$ cat src/rtl/bist_vector_harness.sv
// On-chip stimulus/response harness: drives counter or Galois-LFSR vectors into a
// netlist under test and compacts its responses into a MISR signature checked at end of run.
module bist_vector_harness #(
  parameter int unsigned      IN_W           = 6,
  parameter int unsigned      OUT_W          = 16,
  parameter int unsigned      NUM_VECTORS    = 64,
  parameter int unsigned      SETTLE_CYCLES  = 1,
  parameter int unsigned      DUT_RST_CYCLES = 2,
  parameter int unsigned      MODE           = 0,
  parameter logic [IN_W-1:0]  LFSR_POLY      = IN_W'(6'h30),
  parameter logic [IN_W-1:0]  LFSR_SEED      = IN_W'(1),
  parameter logic [OUT_W-1:0] MISR_POLY      = OUT_W'(16'h002D)
) (
  input  logic             bertaClock,
  input  logic             global_reset,
  input  logic             start,
  input  logic             abort,
  input  logic [OUT_W-1:0] expected_sig,
  input  logic [OUT_W-1:0] resp_in,
  output logic [IN_W-1:0]  stim_out,
  output logic             dut_reset,
  output logic             busy,
  output logic             done,
  output logic             pass,
  output logic [OUT_W-1:0] signature,
  output logic [15:0]      vec_count
);

  localparam int unsigned CNT_W = 16;
  localparam int unsigned VC_W  = 17;

  // An all-zero LFSR would lock up, so a zero seed is promoted to 1.
  localparam logic [IN_W-1:0]  SEED_EFF    = (LFSR_SEED == '0) ? IN_W'(1) : LFSR_SEED;
  localparam logic [IN_W-1:0]  GEN_INIT    = (MODE != 0) ? SEED_EFF : '0;
  localparam logic [CNT_W-1:0] RST_LAST    = CNT_W'(DUT_RST_CYCLES - 1);
  localparam logic [CNT_W-1:0] SETTLE_LAST = CNT_W'(SETTLE_CYCLES - 1);
  localparam logic [VC_W-1:0]  NUM_VC      = VC_W'(NUM_VECTORS);

  typedef enum logic [2:0] {
    S_IDLE,
    S_DUT_RST,
    S_APPLY,
    S_SETTLE,
    S_CAPTURE,
    S_DONE
  } state_t;

  state_t           state;
  logic [IN_W-1:0]  gen;
  logic [CNT_W-1:0] phase_cnt;
  logic [VC_W-1:0]  vc;

  logic [IN_W-1:0]  gen_next_c;
  logic [OUT_W-1:0] misr_next_c;
  logic [VC_W-1:0]  vc_next_c;

  // Next generator value: plain counter or right-shifting Galois LFSR.
  always_comb begin
    gen_next_c = gen + IN_W'(1);
    if (MODE != 0) begin
      gen_next_c = gen[0] ? ((gen >> 1) ^ LFSR_POLY) : (gen >> 1);
    end
  end

  assign misr_next_c = {signature[OUT_W-2:0], 1'b0}
                     ^ (signature[OUT_W-1] ? MISR_POLY : '0)
                     ^ resp_in;
  assign vc_next_c   = vc + VC_W'(1);
  assign vec_count   = vc[15:0];

  always_ff @(posedge bertaClock) begin
    if (global_reset) begin
      state     <= S_IDLE;
      stim_out  <= '0;
      dut_reset <= 1'b0;
      busy      <= 1'b0;
      done      <= 1'b0;
      pass      <= 1'b0;
      signature <= '0;
      vc        <= '0;
      gen       <= GEN_INIT;
      phase_cnt <= '0;
    end else if (abort && (state != S_IDLE) && (state != S_DONE)) begin
      // Signature and count stay frozen so an aborted run can be inspected.
      state     <= S_IDLE;
      dut_reset <= 1'b0;
      busy      <= 1'b0;
      done      <= 1'b0;
      pass      <= 1'b0;
    end else begin
      case (state)
        S_IDLE, S_DONE: begin
          if (start && !abort) begin
            state     <= S_DUT_RST;
            busy      <= 1'b1;
            done      <= 1'b0;
            pass      <= 1'b0;
            dut_reset <= 1'b1;
            signature <= '0;
            vc        <= '0;
            stim_out  <= '0;
            gen       <= GEN_INIT;
            phase_cnt <= '0;
          end
        end
        S_DUT_RST: begin
          if (phase_cnt == RST_LAST) begin
            dut_reset <= 1'b0;
            state     <= S_APPLY;
          end else begin
            phase_cnt <= phase_cnt + CNT_W'(1);
          end
        end
        S_APPLY: begin
          stim_out  <= gen;
          gen       <= gen_next_c;
          phase_cnt <= '0;
          state     <= (SETTLE_CYCLES > 0) ? S_SETTLE : S_CAPTURE;
        end
        S_SETTLE: begin
          if (phase_cnt == SETTLE_LAST) begin
            state <= S_CAPTURE;
          end else begin
            phase_cnt <= phase_cnt + CNT_W'(1);
          end
        end
        S_CAPTURE: begin
          signature <= misr_next_c;
          vc        <= vc_next_c;
          if (vc_next_c == NUM_VC) begin
            state <= S_DONE;
            busy  <= 1'b0;
            done  <= 1'b1;
            pass  <= (misr_next_c == expected_sig);
          end else begin
            state <= S_APPLY;
          end
        end
        default: state <= S_IDLE;
      endcase
    end
  end

endmodule

$ cat config.mk
export PLATFORM = sky130hd
export DESIGN_NAME = bist_vector_harness
export DESIGN_NICKNAME = d
export VERILOG_FILES = /design/src/rtl/bist_vector_harness.sv
export SDC_FILE = /design/constraint.sdc
export NUM_CORES = 1
export LEC_CHECK = 0
export CORE_UTILIZATION = 25
export CTS_CLUSTER_DIAMETER = 120
export DETAILED_ROUTE_END_ITERATION = 12
export HOLD_SLACK_MARGIN = 0.02
export PLACE_DENSITY = 0.47
export SYNTH_ARGS = -nofsm -noshare
export SYNTH_HDL_FRONTEND = slang
export SYNTH_SLANG_ARGS = --single-unit
$ cat constraint.sdc
create_clock -name bertaClock -period 4.7 [get_ports bertaClock]
set_input_delay 0.94 -clock bertaClock [delete_from_list [all_inputs] [get_ports bertaClock]]
set_output_delay 0.94 -clock bertaClock [all_outputs]
set_load 0.01 [all_outputs]
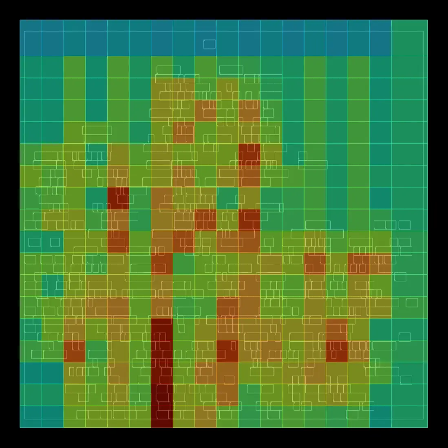
**Above:** routing congestion map.
drt wl/cell: 14.4 um
Tot GR Track Use: 0.140
met3 usage: 0.0312

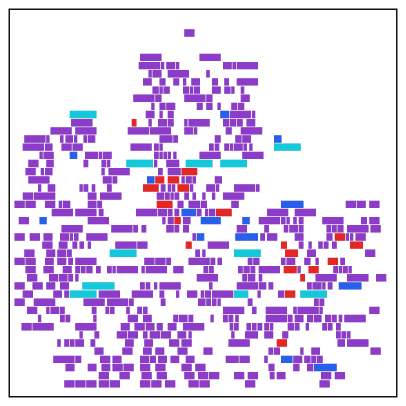
**Above:** cells by drive strength.
Drawn at 3 px/um.
red -> x2  # cells 20, share 3.7%, most used nor3_2
cyan -> x6 and larger  # cells 11, share 2.0%, most used clkbuf_16
purple -> x1 and smaller  # cells 496, share 92%, most used clkdlybuf4s50_1
blue -> x3 and x4  # cells 14, share 2.6%, most used buf_4
post-route design area: 5130 um^2
final worst slack: 1.42 ns
Synth-to-Final Area Change: 27.8%
Non-Clock Buffer Count: 81

==> flow_summary.json <==
{
  "ys_seq_elements": 68,
  "postPlaceCellArea_um2": 4820,
  "leakage_uw": 0.00174,
  "tool_warnings": 29,
  "rsz0062_at_grt": "false",
  "most_common_cell": "dfxtp_1",
  "p_clk_frac": 0.375,
  "root_buffer": "clkbuf_16",
  "grt_pass1_wl_um": 18000,
  "powerSeq_uw": 670,
  "seq_area_um2": 1360,
  "top_regs": "vc: 17 flops, phase_cnt: 16 flops, signature: 16 flops",
  "fillers": 1627,
  "hold_end": "pass$_SDFFE_PP0P_",
  "nonClkBufAreaFrac": 0.156,
  "slowest_delay_ns": 0.77,
  "status": "finished clean",
  "slew_viol_final": 0,
  "finClkSkew_ns": 0.00530,
  "end_kind": "register",
  "combPwrFrac": 0.257,
  "cp_max_fo": 18,
  "die_h_um": 129,
  "n_antenna_cell": 0,
  "fin_util": 0.332,
  "fin_crit_ns": 3.28,
  "area_leaders": "dfxtp_1 (34%), xnor2_1 (8.3%), a21oi_1 (5.2%), nor2_1 (4.5%), xor2_1 (4.4%)",
  "numCtsBuffers": 9,
  "async_flop_share": 0,
  "synth-adder-area-share": 0.0187,
  "xor_share": 0.127,
  "critPathArrivalTime_ns": 3.50,
  "drive_above_1_share": 0.0832,
  "die_area_um2": 16600,
  "final_cell_mix": "clkdlybuf4s50_1 (77), dfxtp_1 (68), nor2_1 (48), a21oi_1 (42)",
  "intPower_uw": 1220,
  "maxPowerGroup": "clock",
  "cts_sinks": 68,
  "crit_end": "vc[14]$_SDFFE_PP0P_",
  "nets": 578,
  "netlist_instances": 488,
  "cts_hold_buf": 0,
  "critical-path-slowest-cell": "clkdlybuf4s50_1",
  "coreArea_um2": 15400,
  "dp_hpwl_um": 7760,
  "yosys-stat-area_um2": 4010,
  "synth.largest_area_cell": "dfxtp_1",
  "synth_area_um2": 4010
}
